## src/rtl/alu_arbiter.sv

```systemverilog
// Two-requester round-robin front end for a small multi-cycle ALU (IDLE -> EXEC -> DONE).
// Optional zero flag output res_zero is enabled by defining ALU_ARBITER_ZFLAG_EN.
module alu_arbiter #(
  parameter int WIDTH = 4
) (
  input  logic             clk,
  input  logic             rst_n,
  input  logic [1:0]       req_valid,
  output logic [1:0]       req_ready,
  input  logic [WIDTH-1:0] a0,
  input  logic [WIDTH-1:0] b0,
  input  logic [WIDTH-1:0] a1,
  input  logic [WIDTH-1:0] b1,
  input  logic [3:0]       sel0,
  input  logic [3:0]       sel1,
  output logic [WIDTH-1:0] res,
  output logic             res_valid,
  output logic             res_id,
`ifdef ALU_ARBITER_ZFLAG_EN
  output logic             res_zero,
`endif
  input  logic             res_ready
);

  localparam logic [1:0] IDLE = 2'd0;
  localparam logic [1:0] EXEC = 2'd1;
  localparam logic [1:0] DONE = 2'd2;

  function automatic logic [WIDTH-1:0] alu_op(input logic [WIDTH-1:0] a,
                                              input logic [WIDTH-1:0] b,
                                              input logic [3:0]       sel);
    logic [WIDTH-1:0] r;
    r = '0;
    case (sel)
      4'b0000: r = a + b;
      4'b0001: r = a - b;
      4'b0010: r = a & b;
      4'b0011: r = a | b;
      4'b0100: r = a ^ b;
      4'b0101: r = WIDTH'(a == b);
      4'b0110: r = WIDTH'(a > b);
      4'b0111: begin
        if (32'(b) >= 32'(WIDTH)) r = '0;
        else                      r = a << b;
      end
      4'b1000: begin
        if (32'(b) >= 32'(WIDTH)) r = '0;
        else                      r = a >> b;
      end
      default: r = '0;
    endcase
    return r;
  endfunction

  logic [1:0]       state_q, state_d;
  logic             last_q, last_d;
  logic             id_q, id_d;
  logic [WIDTH-1:0] a_q, a_d, b_q, b_d;
  logic [3:0]       sel_q, sel_d;
  logic [WIDTH-1:0] res_q, res_d;
  logic             res_valid_q, res_valid_d;
  logic             res_id_q, res_id_d;
  logic             win_s;
  logic [1:0]       grant_s;
  logic             xfer_s;
  logic [WIDTH-1:0] alu_res_s;

  // Round-robin winner and IDLE-only grant; held off while reset is asserted
  always_comb begin
    win_s   = 1'b0;
    grant_s = 2'b00;
    if (req_valid == 2'b11)      win_s = ~last_q;
    else if (req_valid == 2'b10) win_s = 1'b1;
    else                         win_s = 1'b0;
    if (rst_n && (state_q == IDLE) && (req_valid != 2'b00)) grant_s = win_s ? 2'b10 : 2'b01;
    else                                                    grant_s = 2'b00;
  end

  assign req_ready = grant_s;
  assign xfer_s    = |(req_valid & grant_s);
  assign alu_res_s = alu_op(a_q, b_q, sel_q);

  // Next-state and datapath capture for the three-phase operation
  always_comb begin
    state_d     = state_q;
    last_d      = last_q;
    id_d        = id_q;
    a_d         = a_q;
    b_d         = b_q;
    sel_d       = sel_q;
    res_d       = res_q;
    res_valid_d = res_valid_q;
    res_id_d    = res_id_q;
    case (state_q)
      IDLE: begin
        if (xfer_s) begin
          state_d = EXEC;
          last_d  = win_s;
          id_d    = win_s;
          a_d     = win_s ? a1 : a0;
          b_d     = win_s ? b1 : b0;
          sel_d   = win_s ? sel1 : sel0;
        end else begin
          state_d = IDLE;
        end
      end
      EXEC: begin
        res_d       = alu_res_s;
        res_valid_d = 1'b1;
        res_id_d    = id_q;
        state_d     = DONE;
      end
      DONE: begin
        if (res_ready) begin
          res_valid_d = 1'b0;
          state_d     = IDLE;
        end else begin
          state_d = DONE;
        end
      end
      default: begin
        res_valid_d = 1'b0;
        state_d     = IDLE;
      end
    endcase
  end

  // State, operand latch and result registers
  always_ff @(posedge clk or negedge rst_n) begin
    if (!rst_n) begin
      state_q     <= IDLE;
      last_q      <= 1'b1;
      id_q        <= 1'b0;
      a_q         <= '0;
      b_q         <= '0;
      sel_q       <= 4'b0000;
      res_q       <= '0;
      res_valid_q <= 1'b0;
      res_id_q    <= 1'b0;
    end else begin
      state_q     <= state_d;
      last_q      <= last_d;
      id_q        <= id_d;
      a_q         <= a_d;
      b_q         <= b_d;
      sel_q       <= sel_d;
      res_q       <= res_d;
      res_valid_q <= res_valid_d;
      res_id_q    <= res_id_d;
    end
  end

  assign res       = res_q;
  assign res_valid = res_valid_q;
  assign res_id    = res_id_q;

`ifdef ALU_ARBITER_ZFLAG_EN
  logic zero_q, zero_d;

  // Zero flag captured alongside the result
  always_comb begin
    zero_d = zero_q;
    if (state_q == EXEC) zero_d = (alu_res_s == '0);
    else                 zero_d = zero_q;
  end

  // Zero flag register
  always_ff @(posedge clk or negedge rst_n) begin
    if (!rst_n) zero_q <= 1'b0;
    else        zero_q <= zero_d;
  end

  assign res_zero = zero_q;
`endif

endmodule
```

## config.mk

```make
export PLATFORM = sky130hd
export DESIGN_NAME = alu_arbiter
export DESIGN_NICKNAME = d
export VERILOG_FILES = /design/src/rtl/alu_arbiter.sv
export SDC_FILE = /design/constraint.sdc
export NUM_CORES = 1
export LEC_CHECK = 0
export CAP_MARGIN = 20
export CORE_MARGIN = 4
export CORE_UTILIZATION = 50
export DETAILED_ROUTE_END_ITERATION = 12
export PLACE_DENSITY = 0.79
export SYNTH_ARGS = -nofsm -noshare
export SYNTH_HDL_FRONTEND = slang
export SYNTH_SLANG_ARGS = --single-unit
```

## constraint.sdc

```tcl
create_clock -name clk -period 2.4 [get_ports clk]
set_input_delay 0.48 -clock clk [delete_from_list [all_inputs] [get_ports clk]]
set_output_delay 0.48 -clock clk [all_outputs]
set_load 0.005 [all_outputs]
```

Metal layers overlaid:
Scale bar: 20 um.
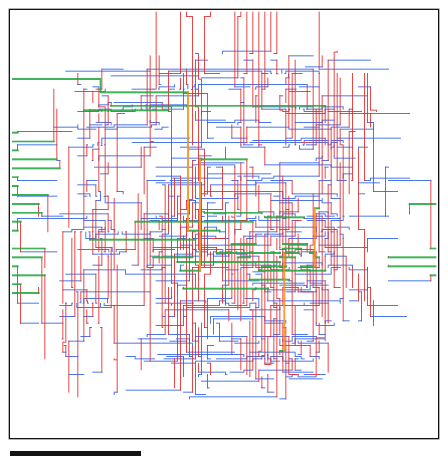
- red: metal 2 (wire length 2,050 um)
- orange: metal 4 (wire length 61.9 um)
- green: metal 3 (wire length 301 um)
- blue: metal 1 (wire length 1,680 um)

Placement by cell class:
Scale bar: 20 um. Fill, decap, tap and diode cells in gray.
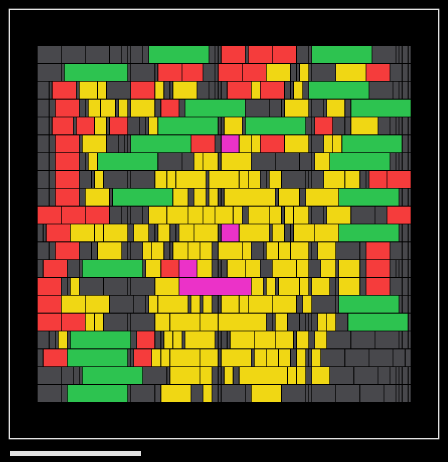
- red: remaining buffers and delay cells (cells 44)
- yellow: combinational and other logic (cells 146)
- green: sequential cells (cells 22)
- magenta: clock drivers and dummy loads (cells 4)

==> metrics.cfg <==
[power]
ir_worst_vdd_mv=0.817
p_comb_frac=0.563
maxPowerGroup=combinational logic
comb_power_mw=1.39
powerDensity_mw_per_mm2=1180
report.power.total_mw=2.48
pg_seq_mw=0.790

[synthesis]
simple_gate_area_frac=0.166
top_cell=inv_1
yosys-top-cells-count=inv_1, dfrtp_1, a222oi_1, ha_1, nand2_1

[finish]
bufAreaShareNonClock=0.199
area_delta_synth_final_pct=28.3
nFillCells=274
sh_comb_area=0.444
clock_buffers=3

[route]
routed-wl-met2_um=2050
route.antenna.remaining_nets=0
drt_iter0_markers=137
wirelength_met1_um=1680
drcViolationCount=0

[sta]
fmax_mhz=448
tns_ns=0
worst_pin_slew_ns=0.662
whs_ns=0.503

[clock_tree]
cts_buffers=3
cts_tree=built

[placed_design]
port_buffers=36
dp_hpwl_um=3250

[outcome]
status=complete, no violations

[grt]
gr-usage-all-layers=0.205

[floorplanning]
die_area_mm2=0.00426
fp-row-count=20
fp-utilization=0.529

[critical_path]
crit_path_end_kind=register

Logic cells by family:
Scale bar: 20 um.
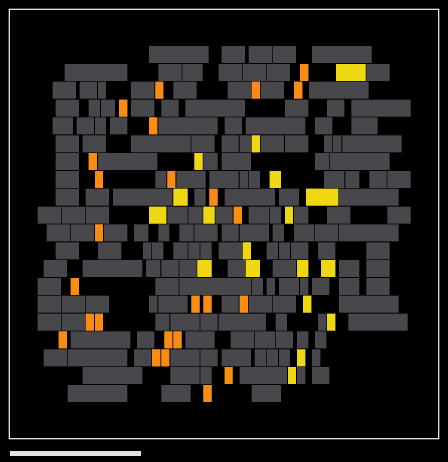
- orange: inv cells (cells 25; most used inv_1)
- yellow: nor cells (cells 18; most used nor2_1)

[through the flow]
step / instance area [um2] / setup WS [ns]
after floorplan: 1640 / 0.298
after global placement: 2050 / -0.146
after CTS: 2100 / 0.148
after detailed placement: 2050 / -0.166
final: 2100 / 0.168
after global routing: 2100 / 0.00753
[final timing paths]
| check | from | end | slack [ns] | cells after the start |
|---|---|---|---|---|
| max in group asynchronous | rst_n | last_q$_DFFE_PN1P_ | 1.60 | 2 |
| hold reg to reg | res_valid$_DFFE_PN0P_ | res_valid$_DFFE_PN0P_ | 0.50 | 1 |
| min in group asynchronous | rst_n | res_id$_DFFE_PN0P_ | 0.53 | 2 |
| setup reg to reg | b_q[3]$_DFFE_PN0P_ | res[0]$_DFFE_PN0P_ | 0.17 | 7 |
| hold / removal | res_valid$_DFFE_PN0P_ | res_valid$_DFFE_PN0P_ | 0.50 | 1 |
| setup / recovery | b_q[3]$_DFFE_PN0P_ | res[0]$_DFFE_PN0P_ | 0.17 | 7 |
[worst max-delay path: stages (launching register included)]
cell and delay (ns):
dfrtp_1 0.51, inv_1 0.12, ha_1 0.36, nor4_1 0.43, or3b_2 0.19, o21ai_0 0.09
a32o_1 0.27, a21o_1 0.16
[placed cells by master, fill, tap and decap left out, drive strengths merged, types with 4 or more instances in the layout]
master | Yosys | routed
nor2 | 8 | 8
clkdlybuf4s50 | 0 | 34
dfrtp | 21 | 21
and3 | 4 | 4
ha | 12 | 12
inv | 25 | 25
mux2i | 4 | 4
nand2 | 11 | 11
o21ai | 10 | 10
nor2b | 4 | 4
buf | 9 | 8
a222oi | 12 | 12
a21oi | 10 | 10
[layer usage]
layer  global-route usage  vias up
li1                     -      723
met1                0.257      718
met2                0.364       74
met3               0.0308        8
met4               0.0544        0
met5                    0        -
